### Clock network drawn from the DEF, run 1

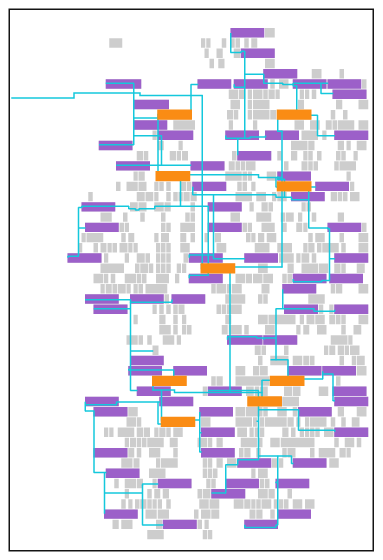
### Placement by cell class, run 1

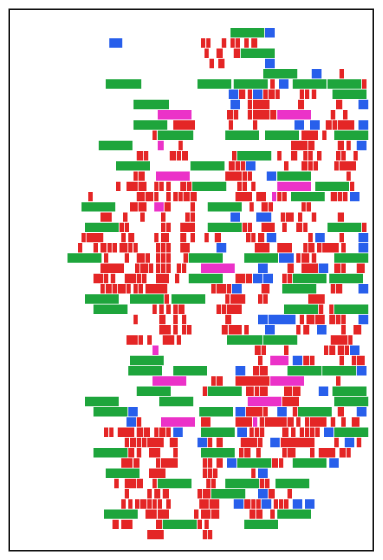
### The clock network, run 1

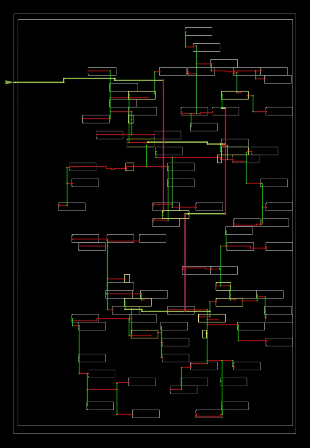
## config.mk

```make
export PLATFORM = sky130hd
export DESIGN_NAME = lap_sequencer_flat
export DESIGN_NICKNAME = d
export VERILOG_FILES = /design/src/rtl/lap_timer_pkg.sv /design/src/rtl/lap_sequencer_if.sv /design/src/rtl/laser_debounce.sv /design/src/rtl/lap_sequencer.sv /design/src/flat_wrapper.sv
export SDC_FILE = /design/constraint.sdc
export NUM_CORES = 1
export LEC_CHECK = 0
export ABC_AREA = 1
export CORE_ASPECT_RATIO = 1.5
export CORE_MARGIN = 1
export CORE_UTILIZATION = 30
export CTS_CLUSTER_DIAMETER = 150
export DETAILED_ROUTE_END_ITERATION = 8
export DONT_BUFFER_PORTS = 1
export PLACE_DENSITY = 0.53
export SLEW_MARGIN = 20
export SYNTH_ARGS = -nofsm -noshare
export SYNTH_HDL_FRONTEND = slang
export SYNTH_HIERARCHICAL = 1
export SYNTH_SLANG_ARGS = --single-unit
export TNS_END_PERCENT = 5
```

## constraint.sdc

```tcl
create_clock -name master_clk -period 1.7 [get_ports master_clk]
set_input_delay 0.255 -clock master_clk [delete_from_list [all_inputs] [get_ports master_clk]]
set_output_delay 0.255 -clock master_clk [all_outputs]
set_load 0.005 [all_outputs]
```

## src/rtl/lap_timer_pkg.sv

```systemverilog
// Shared types for the lap timer: FSM states, packed lap time and its ordering.
package lap_timer_pkg;

    localparam int TIME_W     = 7;
    localparam int LAP_TIME_W = 21;

    typedef enum logic [1:0] {
        ST_IDLE,
        ST_START,
        ST_RUNNING,
        ST_CAPTURE
    } lap_state_t;

    typedef struct packed {
        logic [TIME_W-1:0] minutes;
        logic [TIME_W-1:0] seconds;
        logic [TIME_W-1:0] centis;
    } lap_time_t;

    // Field order makes the packed vector compare like a time value.
    function automatic logic lap_time_less(input lap_time_t a, input lap_time_t b);
        return LAP_TIME_W'(a) < LAP_TIME_W'(b);
    endfunction

endpackage

```

## src/rtl/lap_sequencer_if.sv

```systemverilog
// Signals between the lap sequencer, the laser gate, the timer and the display stage.
interface lap_sequencer_if #(
    parameter int LAP_CNT_W = 8
);
    import lap_timer_pkg::*;

    logic                 laser_detector;
    logic [TIME_W-1:0]    cur_minutes;
    logic [TIME_W-1:0]    cur_seconds;
    logic [TIME_W-1:0]    cur_centis;
    logic                 timer_en;
    logic                 timer_clr;
    logic                 lap_strobe;
    logic [TIME_W-1:0]    last_minutes;
    logic [TIME_W-1:0]    last_seconds;
    logic [TIME_W-1:0]    last_centis;
    logic [TIME_W-1:0]    best_minutes;
    logic [TIME_W-1:0]    best_seconds;
    logic [TIME_W-1:0]    best_centis;
    logic                 best_valid;
    logic [LAP_CNT_W-1:0] lap_count;
    logic                 show_last;

    modport slave (
        input  laser_detector, cur_minutes, cur_seconds, cur_centis,
        output timer_en, timer_clr, lap_strobe,
               last_minutes, last_seconds, last_centis,
               best_minutes, best_seconds, best_centis,
               best_valid, lap_count, show_last
    );

    modport master (
        output laser_detector, cur_minutes, cur_seconds, cur_centis,
        input  timer_en, timer_clr, lap_strobe,
               last_minutes, last_seconds, last_centis,
               best_minutes, best_seconds, best_centis,
               best_valid, lap_count, show_last
    );

endinterface

```

## src/rtl/laser_debounce.sv

```systemverilog
// Synchronises and debounces the raw laser gate; pulses crossing once per debounced beam break.
module laser_debounce #(
    parameter int DEBOUNCE_CYCLES = 50000
) (
    input  logic clk,
    input  logic rst_n,
    input  logic laser_raw,
    output logic crossing
);
    localparam int CNT_W = $clog2(DEBOUNCE_CYCLES + 1);
    localparam logic [CNT_W-1:0] CNT_LAST = CNT_W'(DEBOUNCE_CYCLES - 1);

    logic             sync_q1;
    logic             sync_q2;
    logic             filt_level;
    logic [CNT_W-1:0] stable_cnt;

    // Idle beam is high, so everything resets to 1 to avoid a spurious crossing.
    always_ff @(posedge clk or negedge rst_n) begin
        if (!rst_n) begin
            sync_q1    <= 1'b1;
            sync_q2    <= 1'b1;
            filt_level <= 1'b1;
            stable_cnt <= '0;
            crossing   <= 1'b0;
        end else begin
            sync_q1  <= laser_raw;
            sync_q2  <= sync_q1;
            crossing <= 1'b0;
            if (sync_q2 == filt_level) begin
                stable_cnt <= '0;
            end else if (stable_cnt == CNT_LAST) begin
                filt_level <= sync_q2;
                stable_cnt <= '0;
                crossing   <= filt_level;
            end else begin
                stable_cnt <= stable_cnt + CNT_W'(1);
            end
        end
    end

endmodule

```

## src/rtl/lap_sequencer.sv

```systemverilog
// Lap sequencer: turns debounced gate crossings into timer control and last/best lap capture.
module lap_sequencer
    import lap_timer_pkg::*;
#(
    parameter int DEBOUNCE_CYCLES = 50000,
    parameter int HOLDOFF_SEC     = 5,
    parameter int SHOW_SEC        = 3,
    parameter int TIMEOUT_MIN     = 59,
    parameter int LAP_CNT_W       = 8
) (
    input  logic           master_clk,
    input  logic           rs_n,
    lap_sequencer_if.slave bus
);
    lap_state_t           state;
    lap_state_t           next_state;
    logic                 crossing;
    logic                 in_holdoff;
    logic                 timeout;
    logic                 capture_lap;
    logic                 update_best;
    logic                 timer_en;
    logic                 timer_clr;
    logic                 lap_strobe;
    logic                 best_valid;
    lap_time_t            cur_time;
    lap_time_t            last_time;
    lap_time_t            best_time;
    logic [LAP_CNT_W-1:0] lap_count;

    laser_debounce #(
        .DEBOUNCE_CYCLES(DEBOUNCE_CYCLES)
    ) u_debounce (
        .clk      (master_clk),
        .rst_n    (rs_n),
        .laser_raw(bus.laser_detector),
        .crossing (crossing)
    );

    assign cur_time   = {bus.cur_minutes, bus.cur_seconds, bus.cur_centis};
    assign timeout    = (bus.cur_minutes == TIME_W'(TIMEOUT_MIN));
    assign in_holdoff = (bus.cur_minutes == '0) && (bus.cur_seconds < TIME_W'(HOLDOFF_SEC));

    always_ff @(posedge master_clk or negedge rs_n) begin
        if (!rs_n) begin
            state <= ST_IDLE;
        end else begin
            state <= next_state;
        end
    end

    // Timeout wins over a same-cycle crossing; crossings outside RUNNING (after IDLE) are dropped.
    always_comb begin
        next_state  = state;
        timer_en    = 1'b0;
        timer_clr   = 1'b0;
        lap_strobe  = 1'b0;
        capture_lap = 1'b0;
        update_best = 1'b0;
        unique case (state)
            ST_IDLE: begin
                if (crossing) begin
                    next_state = ST_START;
                end
            end
            ST_START: begin
                timer_clr  = 1'b1;
                next_state = ST_RUNNING;
            end
            ST_RUNNING: begin
                timer_en = 1'b1;
                if (timeout) begin
                    next_state = ST_IDLE;
                end else if (crossing && !in_holdoff) begin
                    capture_lap = 1'b1;
                    next_state  = ST_CAPTURE;
                end
            end
            ST_CAPTURE: begin
                timer_en    = 1'b1;
                timer_clr   = 1'b1;
                lap_strobe  = 1'b1;
                update_best = !best_valid || lap_time_less(last_time, best_time);
                next_state  = ST_RUNNING;
            end
            default: begin
                next_state = ST_IDLE;
            end
        endcase
    end

    // Best is judged one cycle after capture, against the freshly latched last lap.
    always_ff @(posedge master_clk or negedge rs_n) begin
        if (!rs_n) begin
            last_time  <= '0;
            best_time  <= '0;
            best_valid <= 1'b0;
            lap_count  <= '0;
        end else begin
            if (capture_lap) begin
                last_time <= cur_time;
                if (lap_count != '1) begin
                    lap_count <= lap_count + LAP_CNT_W'(1);
                end
            end
            if (update_best) begin
                best_time  <= last_time;
                best_valid <= 1'b1;
            end
        end
    end

    assign bus.timer_en     = timer_en;
    assign bus.timer_clr    = timer_clr;
    assign bus.lap_strobe   = lap_strobe;
    assign bus.last_minutes = last_time.minutes;
    assign bus.last_seconds = last_time.seconds;
    assign bus.last_centis  = last_time.centis;
    assign bus.best_minutes = best_time.minutes;
    assign bus.best_seconds = best_time.seconds;
    assign bus.best_centis  = best_time.centis;
    assign bus.best_valid   = best_valid;
    assign bus.lap_count    = lap_count;
    assign bus.show_last    = (lap_count != '0)
                            && (state == ST_RUNNING || state == ST_CAPTURE)
                            && (bus.cur_minutes == '0)
                            && (bus.cur_seconds < TIME_W'(SHOW_SEC));

endmodule

```

## src/flat_wrapper.sv

```systemverilog
// flat-port wrapper written by rule: the top's interface ports become plain ports
module lap_sequencer_flat import lap_timer_pkg::*;
#(
    parameter int DEBOUNCE_CYCLES = 50000,
    parameter int HOLDOFF_SEC     = 5,
    parameter int SHOW_SEC        = 3,
    parameter int TIMEOUT_MIN     = 59,
    parameter int LAP_CNT_W       = 8
)
  (master_clk, rs_n, bus_laser_detector, bus_cur_minutes, bus_cur_seconds, bus_cur_centis, bus_timer_en, bus_timer_clr, bus_lap_strobe, bus_last_minutes, bus_last_seconds, bus_last_centis, bus_best_minutes, bus_best_seconds, bus_best_centis, bus_best_valid, bus_lap_count, bus_show_last);
  lap_sequencer_if #(.LAP_CNT_W(LAP_CNT_W)) bus_i ();
  input  logic master_clk;
  input  logic rs_n;
  input wire logic [$bits(bus_i.laser_detector)-1:0] bus_laser_detector;
  input wire logic [$bits(bus_i.cur_minutes)-1:0] bus_cur_minutes;
  input wire logic [$bits(bus_i.cur_seconds)-1:0] bus_cur_seconds;
  input wire logic [$bits(bus_i.cur_centis)-1:0] bus_cur_centis;
  output wire logic [$bits(bus_i.timer_en)-1:0] bus_timer_en;
  output wire logic [$bits(bus_i.timer_clr)-1:0] bus_timer_clr;
  output wire logic [$bits(bus_i.lap_strobe)-1:0] bus_lap_strobe;
  output wire logic [$bits(bus_i.last_minutes)-1:0] bus_last_minutes;
  output wire logic [$bits(bus_i.last_seconds)-1:0] bus_last_seconds;
  output wire logic [$bits(bus_i.last_centis)-1:0] bus_last_centis;
  output wire logic [$bits(bus_i.best_minutes)-1:0] bus_best_minutes;
  output wire logic [$bits(bus_i.best_seconds)-1:0] bus_best_seconds;
  output wire logic [$bits(bus_i.best_centis)-1:0] bus_best_centis;
  output wire logic [$bits(bus_i.best_valid)-1:0] bus_best_valid;
  output wire logic [$bits(bus_i.lap_count)-1:0] bus_lap_count;
  output wire logic [$bits(bus_i.show_last)-1:0] bus_show_last;
  assign bus_i.laser_detector = bus_laser_detector;
  assign bus_i.cur_minutes = bus_cur_minutes;
  assign bus_i.cur_seconds = bus_cur_seconds;
  assign bus_i.cur_centis = bus_cur_centis;
  assign bus_timer_en = bus_i.timer_en;
  assign bus_timer_clr = bus_i.timer_clr;
  assign bus_lap_strobe = bus_i.lap_strobe;
  assign bus_last_minutes = bus_i.last_minutes;
  assign bus_last_seconds = bus_i.last_seconds;
  assign bus_last_centis = bus_i.last_centis;
  assign bus_best_minutes = bus_i.best_minutes;
  assign bus_best_seconds = bus_i.best_seconds;
  assign bus_best_centis = bus_i.best_centis;
  assign bus_best_valid = bus_i.best_valid;
  assign bus_lap_count = bus_i.lap_count;
  assign bus_show_last = bus_i.show_last;
  lap_sequencer #(.DEBOUNCE_CYCLES(DEBOUNCE_CYCLES), .HOLDOFF_SEC(HOLDOFF_SEC), .SHOW_SEC(SHOW_SEC), .TIMEOUT_MIN(TIMEOUT_MIN), .LAP_CNT_W(LAP_CNT_W)) u_core (.master_clk(master_clk), .rs_n(rs_n), .bus(bus_i));
endmodule
```

==> flow_summary.ini, run 1 <==
; flow metrics
[yosys]
synthTopCellsByCount = 161 x nand2_1, 70 x dfrtp_1, 56 x inv_1, 46 x nor2_1, 43 x nand3_1
numSynthFlops = 73
flop_cell = dfrtp_1
syn-cell-area_sq_mm = 0.00400
yosysTopAreaCellShare_pct = 43.8
postSynthSeqShare_pct = 45.8
synthAdderAreaFrac_pct = 7.20
area_leaders = dfrtp_1 44%, nand2_1 15%, ha_1 7.2%
synthArstFlopShare_pct = 100
ys_types = 40
xor_area_share_pct = 3.04
simple_gate_share_pct = 30.9

[place]
placed_area_sq_mm = 0.00455
dp_hpwl_um = 7980
portBuffers = 0
placed_cells = 702
place.gp.congestion = 0.860

[job]
warnings = 31
cap_violations = 0

[sta]
tns_ps = -2780
hold_ws_ps = -392
tightest_slew_ps = 400
fin_ws_ps = -145
post-route-min-period_ps = 1850
setup_viol = 21
period_used_pct = 109
hold_viol = 73
maxSlewHeadroom_pct = 73.3

[cells_and_area]
final_area_sq_mm = 0.00493
mostFrequentLayoutCells = 152 x nand2_1, 69 x dfrtp_1, 55 x buf_4, 55 x inv_1
diodes = 0
instances_no_fill = 720

[clock_network]
cts_resized = 7
cts_max_path_buffers = 2
cts_num_sinks = 73
clkTransAtPathRegs_ps = 60
hold_buffers = 1

[status]
violations = negative hold slack, negative setup slack
status = finished, violations left

[setup_path]
crit_fanout = 5
cp.arrival_ps = 2070
r2r_slack_ps = -150
r2r-start = u_core/bus.last_minutes[1]
end_kind = flop

[power_and_ir_drop]
p_total_uw = 3580
powerDensity_mw_per_mm2 = 725

[die]
rows = 51
core_sq_mm = 0.0130
die-width_um = 96.3

[routing]
drt-initial-drc-count = 92
avgViaCountPerCell = 4.66
topRoutingLayerUsed = met4
dr.pass1.iters = 4
ant_nets = 0
dr_wl_met2_um = 5940

[global_route]
grt_usage_pct = 16.3
grt_start_max_net_pins = 74
grt.met3_usage_pct = 4.71
grt_busiest_layer = met2
Back to the opening pictures, 'Clock network drawn from the DEF':
legend:
  orange:
    item: clock drivers
    count: 9
  cyan:
    item: clock wires
    length: 1090 um
  purple:
    item: flip-flops
    count: 73
flops lie: all over the die

Back to the opening pictures, 'Placement by cell class':
legend:
  green:
    class: flops
    cells: 73
  blue:
    class: other buffers and delay cells
    cells: 59
  red:
    class: combinational and other logic
    cells: 414
  magenta:
    class: clock drivers and dummy loads
    cells: 15

Back to the opening pictures, 'The clock network':
flop count: 73
clock buffers: 12
skew final: 8.60 ps
CTS Buf Count: 9

-- run 1: report_power, final --
part / internal [uW] / switching, uW
Clock: 1020 / 708
Combinational: 23.1 / 59.6
Sequential: 1750 / 15.8
Total: 2790 / 784
-- run 1: critical path, stage by stage, from the launching register on --
cell	delay (ps)
dfrtp_1	400
ha_1	330
nand2_2	100
inv_1	40
nand2_1	60
nand2_1	80
a21oi_4	160
nand3_2	110
nand2_4	110
nand2_4	70
buf_4	160
nand2_1	50
nand2_1	50
-- run 1: final cells by class --
class,instances,area (sq um)
Clock inverter,3,17.5
Sequential cell,73,1830
Clock buffer,12,246
Fill cell,1341,8080
Timing Repair Buffer,59,465
Multi-Input combinational cell,357,1960
Inverter,57,214
Tap cell,159,199
-- run 1: worst max path at each step --
stage | startpoint | endpoint | slack (ps) | depth (start not counted)
after detailed placement | u_core/bus.last_minutes[2] | u_core/bus.best_minutes[4] | -190 | 12
after floorplan | u_core/bus.last_minutes[6] | u_core/bus.best_minutes[0] | 70 | 12
after CTS | u_core/bus.best_minutes[2] | u_core/bus.best_minutes[6] | -120 | 13
after global routing | u_core/bus.last_minutes[1] | u_core/bus.best_minutes[6] | -260 | 12
after global placement | u_core/bus.last_minutes[2] | u_core/bus.best_centis[4] | -140 | 12
final | u_core/bus.last_minutes[1] | u_core/bus.best_centis[4] | -150 | 12
-- run 1: sequential cells by signal (all words and copies together) (netlist names), 2 cells and up --
signal	cells
u_core/bus.best_centis	7
u_core/bus.best_minutes	7
u_core/bus.best_seconds	7
u_core/bus.lap_count	8
u_core/bus.last_centis	7
u_core/bus.last_minutes	7
u_core/bus.last_seconds	7
u_core/state	2
u_core/u_debounce/stable_cnt	16
==> run 2, diff against run 1 <==
--- a/config.mk
+++ b/config.mk
@@ -12,8 +12,8 @@
 export CTS_CLUSTER_DIAMETER = 150
 export DETAILED_ROUTE_END_ITERATION = 8
 export DONT_BUFFER_PORTS = 1
-export PLACE_DENSITY = 0.53
-export SLEW_MARGIN = 20
+export PLACE_DENSITY = 0.52
+export SLEW_MARGIN = 15
 export SYNTH_ARGS = -nofsm -noshare
 export SYNTH_HDL_FRONTEND = slang
 export SYNTH_HIERARCHICAL = 1
==> constraint.sdc (replaced) <==
create_clock -name master_clk -period 2 [get_ports master_clk]
set_input_delay 0.3 -clock master_clk [delete_from_list [all_inputs] [get_ports master_clk]]
set_output_delay 0.3 -clock master_clk [all_outputs]
set_load 0.005 [all_outputs]
### The clock network, run 2

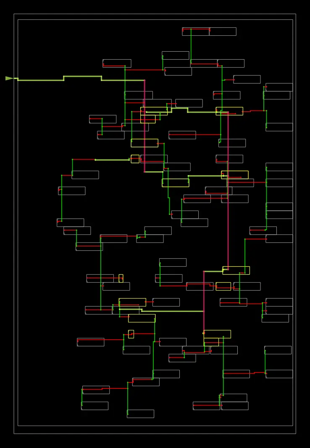
skew final: 5.28 ps
clk_lat worst skew: 330 ps
clock buffers: 13

==> run 2 against run 1 <==
  * Non-clock buffer count decreased by 37
  * Sequential share of layout area increased by 2.5 points
  * The flow finishes with violations (negative hold slack)
  * Clock skew decreased by 3.3 ps
  * First-iteration DRC count increased by 6.5%
  * Critical endpoint is now u_core/bus.best_minutes[3]
  * Critical path type unchanged
  * Worst hold slack improved by 55 ps
  * Sequential cell count unchanged
  * Clock power decreased by about 10%
  * Via count decreased by 4.2%
  * Maximum frequency increased by 2.3%
==> flow_summary.ini, run 2 <==
; flow metrics
[global_route]
grt_usage_pct = 15.3
grt_start_max_net_pins = 74
grt_pass1_wl_um = 15800
grt_busiest_layer = met2
grt.met3_usage_pct = 5.03

[power_and_ir_drop]
p_comb_uw = 72.2
p_int_uw = 2440
powerDensity_mw_per_mm2 = 672
p_total_uw = 3100
power_leakage_uw = 0.00242
p_seq_uw = 1500
power-top-group = the clock network
seq_power_share_pct = 48.5
p_comb_share_pct = 2.3
p_switching_uw = 658
clock_net_power_uw = 1520
sw_frac_of_total_pct = 21.2
clock_power_share_pct = 49.2

[setup_path]
crit_fanout = 10
path_common_cell = nand2_1
cp-startpoint = u_core/bus.last_minutes[4]
crit_path_cell_trace = ha_1 > nand2_1 > nor2_2 > nand2_1 > nor2_1 > nand2_1 > nand3_2 > nand2_4 > clkbuf_16 > nand3_1 > nand2_1
r2r-start = u_core/bus.last_minutes[4]
cp.arrival_ps = 2020
crit_buf_inv = 1
worst-path-stages = 11
slowest_stage = dfrtp_1
max_stage_delay_ps = 430
cpLargestDelayFamily = simple AND/OR/NAND/NOR gates
end_kind = flop
setup.worst_path.end = u_core/bus.best_minutes[3]
reg2reg_to = u_core/bus.best_minutes[3]
r2r_slack_ps = 200

[place]
place.gp.congestion = 0.831
portBuffers = 0
dp_hpwl_um = 7250
placed_area_sq_mm = 0.00426
placed_cells = 666

[sta]
period_used_pct = 90.1
setup_viol = 0
fmax_mhz = 555
tightest_slew_ps = 382
post-route-min-period_ps = 1800
tns_ps = 0
maxSlewHeadroom_pct = 74.5
fin_ws_ps = 197
hold_viol = 73
hold_ws_ps = -337

[routing]
drt-initial-drc-count = 98
dr.pass1.iters = 6
avgViaCountPerCell = 4.70
ant_nets = 0

[die]
core_sq_mm = 0.0130
die-area_sq_mm = 0.0138
ios = 79
rows = 51
die-width_um = 96.3

[status]
violations = negative hold slack
status = finished, violations left

[yosys]
numSynthFlops = 73
synthTopCellsByCount = 161 x nand2_1, 70 x dfrtp_1, 56 x inv_1, 46 x nor2_1, 43 x nand3_1
flop_cell = dfrtp_1
top_area_cell = dfrtp_1
yosysTopAreaCellShare_pct = 43.8
postSynthSeqShare_pct = 45.8
ys_types = 40
area_leaders = dfrtp_1 44%, nand2_1 15%, ha_1 7.2%
synthArstFlopShare_pct = 100
most_common_cell = nand2_1
syn-cell-area_sq_mm = 0.00400
yosysCellCount = 501

[job]
cap_violations = 0
warnings = 29

[cells_and_area]
mostFrequentLayoutCells = 161 x nand2_1, 70 x dfrtp_1, 56 x inv_1
largest-register = u_core/u_debounce/stable_cnt
reg_top3 = u_core/u_debounce/stable_cnt x16, u_core/bus.lap_count x8
final_area_sq_mm = 0.00462
largest_reg_flops = 16
filler_cell_count = 1355
diodes = 0
instances_no_fill = 683

[min_path]
min_path_type = in -> async

[clock_network]
cts_max_path_buffers = 2
clkTransAtPathRegs_ps = 50
cts_inserted_buffers = 9
hold_buffers = 1
cts_num_sinks = 73
## run 2: worst register-to-register path: cells and delay by family, from the launching register on
family | cells | cell delay [ps]
fa+ha+maj | 1 | 320
flops | 1 | 430
buf+inv | 1 | 200
simple gates | 9 | 750
## run 2: layer usage
metal,share of wire (%),wire [um]
met1,37,3730
met2,54,5500
met3,7.2,732
met4,1.7,173
met5,0,0
## run 2: area by class of cell
type | count | area (sq um) | share of cell area, %
repair buffers | 22 | 198 | 4.28
well taps | 159 | 199 | 4.31
clock inverters | 2 | 12.5 | 0.271
clock buffers | 13 | 270 | 5.86
flip-flops and latches | 73 | 1830 | 39.7
multi-input cells | 357 | 1890 | 41.0
inverters | 57 | 214 | 4.64
## run 2: logic make-up (layout without fill, tap and decap cells)
family	Yosys count	count (layout)	synth area share [%]
and+or+nand+nor	280	280	30.9
xor gates and xnor gates	13	13	3.04
DFF	73	73	45.8
adders and majority gates	23	23	7.20
buffers and inverters	71	94	7.45
AOI/OAI and AO/OA	41	41	5.66
## run 2: worst min-delay path by stage
| stage | start | end | slack [ps] | cells after the start |
|---|---|---|---|---|
| 3_3_place_gp | rs_n | u_core/bus.best_minutes[2] | 6 | 0 |
| 6_report | rs_n | u_core/bus.best_minutes[0] | -340 | 0 |
| 2_1_floorplan | rs_n | u_core/bus.best_centis[0] | 4 | 0 |
| 4_1_cts | rs_n | u_core/u_debounce/stable_cnt[4] | -350 | 0 |
| 5_1_grt | rs_n | u_core/bus.best_minutes[0] | -350 | 0 |
| 3_5_place_dp | rs_n | u_core/bus.best_minutes[0] | 7 | 0 |
## run 2: repair_timing
item / in CTS / in global routing
hold endpoints to repair: 74 / 73
resized: 0 / 7
setup endpoints to repair: 0 / 21
==> run 3, diff against run 2 <==
--- a/config.mk
+++ b/config.mk
@@ -9,7 +9,7 @@
 export CORE_ASPECT_RATIO = 1.5
 export CORE_MARGIN = 1
 export CORE_UTILIZATION = 30
-export CTS_CLUSTER_DIAMETER = 150
+export CTS_CLUSTER_DIAMETER = 50
 export DETAILED_ROUTE_END_ITERATION = 8
 export DONT_BUFFER_PORTS = 1
 export PLACE_DENSITY = 0.52
### The clock network, run 3

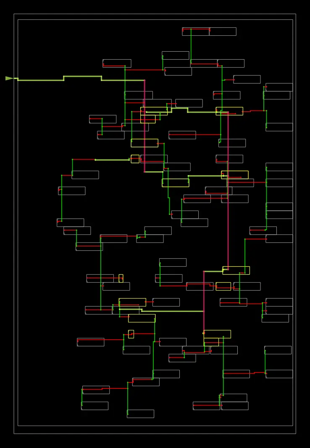
clock-net power: 1520 uW
# clock sinks: 73

==> run 3 against run 2 <==
  * The flow still finishes with violations (negative hold slack)
  * Sequential share of layout area did not move
  * Cell count did not move
  * Global-route usage did not move
  * Critical path depth did not move
  * Worst hold slack did not move
  * Clock power barely moved
  * Maximum frequency did not move
  * Combinational power barely moved
  * Count of clock-buffer cells in the layout did not move
  * Final area did not move
  * First-iteration DRC count did not move
==> flow_summary.ini, run 3 <==
; flow metrics
[status]
status = finished, violations left
violations = negative hold slack

[setup_path]
cpLargestDelayFamily = simple AND/OR/NAND/NOR gates
r2r_slack_ps = 200
worstSetupStartpointType = flop
cp.arrival_ps = 2020
path_common_cell = nand2_1
crit_path_cell_trace = ha_1 > nand2_1 > nor2_2 > nand2_1 > nor2_1 > nand2_1 > nand3_2 > nand2_4 > clkbuf_16 > nand3_1 > nand2_1
worst-path-stages = 11
end_kind = flop
crit_required_ps = 2220
max_stage_delay_ps = 430
crit_buf_inv = 1
crit_fanout = 10
r2r-start = u_core/bus.last_minutes[4]
setup.worst_path.end = u_core/bus.best_minutes[3]
cp-startpoint = u_core/bus.last_minutes[4]
reg2reg_to = u_core/bus.best_minutes[3]
slowest_stage = dfrtp_1

[die]
rows = 51
die-area_sq_mm = 0.0138
ios = 79
core_sq_mm = 0.0130
die-width_um = 96.3

[routing]
ant_nets = 0
avgViaCountPerCell = 4.70
drt-initial-drc-count = 98
routedWlPerCell_um = 14.9
dr.pass1.iters = 6

[global_route]
first_global_vias = 3169
grt_use_met1_pct = 16.0
grt_usage_pct = 15.3
grt_busiest_layer = met2
grt_start_max_net_pins = 74
grt_pass1_wl_um = 15800
grt.met3_usage_pct = 5.03

[place]
place.gp.congestion = 0.831
portBuffers = 0
dp_hpwl_um = 7250

[yosys]
top_area_cell = dfrtp_1
numSynthFlops = 73
ys_types = 40
synth-edff-count = 0
most_common_cell = nand2_1
area_leaders = dfrtp_1 44%, nand2_1 15%, ha_1 7.2%
syn-cell-area_sq_mm = 0.00400
flop_cell = dfrtp_1
yosys_warnings = 6
yosysTopAreaCellShare_pct = 43.8
yosysCellCount = 501
fp_nets = 548
synthArstFlopShare_pct = 100
postSynthSeqShare_pct = 45.8
yosys_area_sq_mm = 0.00400
synthTopCellsByCount = 161 x nand2_1, 70 x dfrtp_1, 56 x inv_1, 46 x nor2_1, 43 x nand3_1

[cells_and_area]
final_nets = 567
mi_logic_area_sq_mm = 0.00189
largest_reg_flops = 16
filler_cell_count = 1355
diodes = 0
reg_top3 = u_core/u_debounce/stable_cnt x16, u_core/bus.lap_count x8
syn_to_final_growth_pct = 15.4
largest-register = u_core/u_debounce/stable_cnt
mostFrequentLayoutCells = 161 x nand2_1, 70 x dfrtp_1, 56 x inv_1
seq_area_sq_mm = 0.00183
final_common_cell = nand2_1

[sta]
period_used_pct = 90.1
tns_ps = 0
setup_viol = 0
post-route-min-period_ps = 1800
hold_ws_ps = -337
fmax_mhz = 555
tightest_slew_ps = 382
hold_viol = 73
finalClockSkew_ps = 5.28
maxSlewHeadroom_pct = 74.5

[job]
warnings = 29
cap_violations = 0

[power_and_ir_drop]
power_leakage_uw = 0.00242
powerDensity_mw_per_mm2 = 672

[min_path]
min_path_type = in -> async

[clock_network]
cts_max_path_buffers = 2
hold_buffers = 1
cts_inserted_buffers = 9
clk-insertion-delay-late_ps = 330
clkTransAtPathRegs_ps = 50
-- run 3: cell counts in the layout (fill, tap and decap cells not counted) --
No cell type changed its count.
-- run 3: kinds of logic (layout without fill, tap and decap cells) --
| kind of cell | after synthesis | after routing | share of synthesized area (%) |
|---|---|---|---|
| flip-flops | 73 | 73 | 45.8 |
| adder cells (fa/ha/maj) | 23 | 23 | 7.20 |
| buffers and inverters | 71 | 94 | 7.45 |
| AND/OR/NAND/NOR | 280 | 280 | 30.9 |
| XOR/XNOR | 13 | 13 | 3.04 |
| AND-OR/OR-AND | 41 | 41 | 5.66 |
-- run 3: area by class of cell --
| cell class | instances | area share, % |
|---|---|---|
| clock buffer | 13 | 5.86 |
| tap | 159 | 4.31 |
| timing repair buffer | 22 | 4.28 |
| sequential | 73 | 39.7 |
| clock inverter | 2 | 0.271 |
| inverter | 57 | 4.64 |
| multi-input combinational | 357 | 41.0 |
-- run 3: repair_timing --
item                                   CTS  global route
gates resized                            0             7
endpoints found under the hold margin   74            73
buffers inserted                         0             0
setup endpoints to repair                0            21
-- run 3: through the flow --
step           util, %  setup WS [ps]  cell area (sq um)  total power, uW  cells
6_report          35.5            197               4620             3100    683
5_1_grt           35.5           5.32               4620             3220    683
4_1_cts           35.0           43.2               4560             3150    682
3_5_place_dp      32.8           70.6               4260             1600    666
3_3_place_gp      32.8           82.1               4260             1600    666
2_1_floorplan        -            374               4000             1580    501
-- run 3: where the power goes --
part           total (uW)  switching [uW]  leakage, uW  internal [uW]
combinational        72.2            52.6      0.00129           19.6
clock                1520             592     0.000138            932
sequential           1500            13.0     0.000999           1490
total                3100             658      0.00242           2440
-- run 3: per-layer routing --
metal  share of wire (%)  vias up
li1                    -     1616
met1                  37     1509
met2                  54       72
met3                 7.2       14
met4                 1.7        0
met5                   0        -
Power figures rest on the tool's default switching activity, not on a simulated workload.
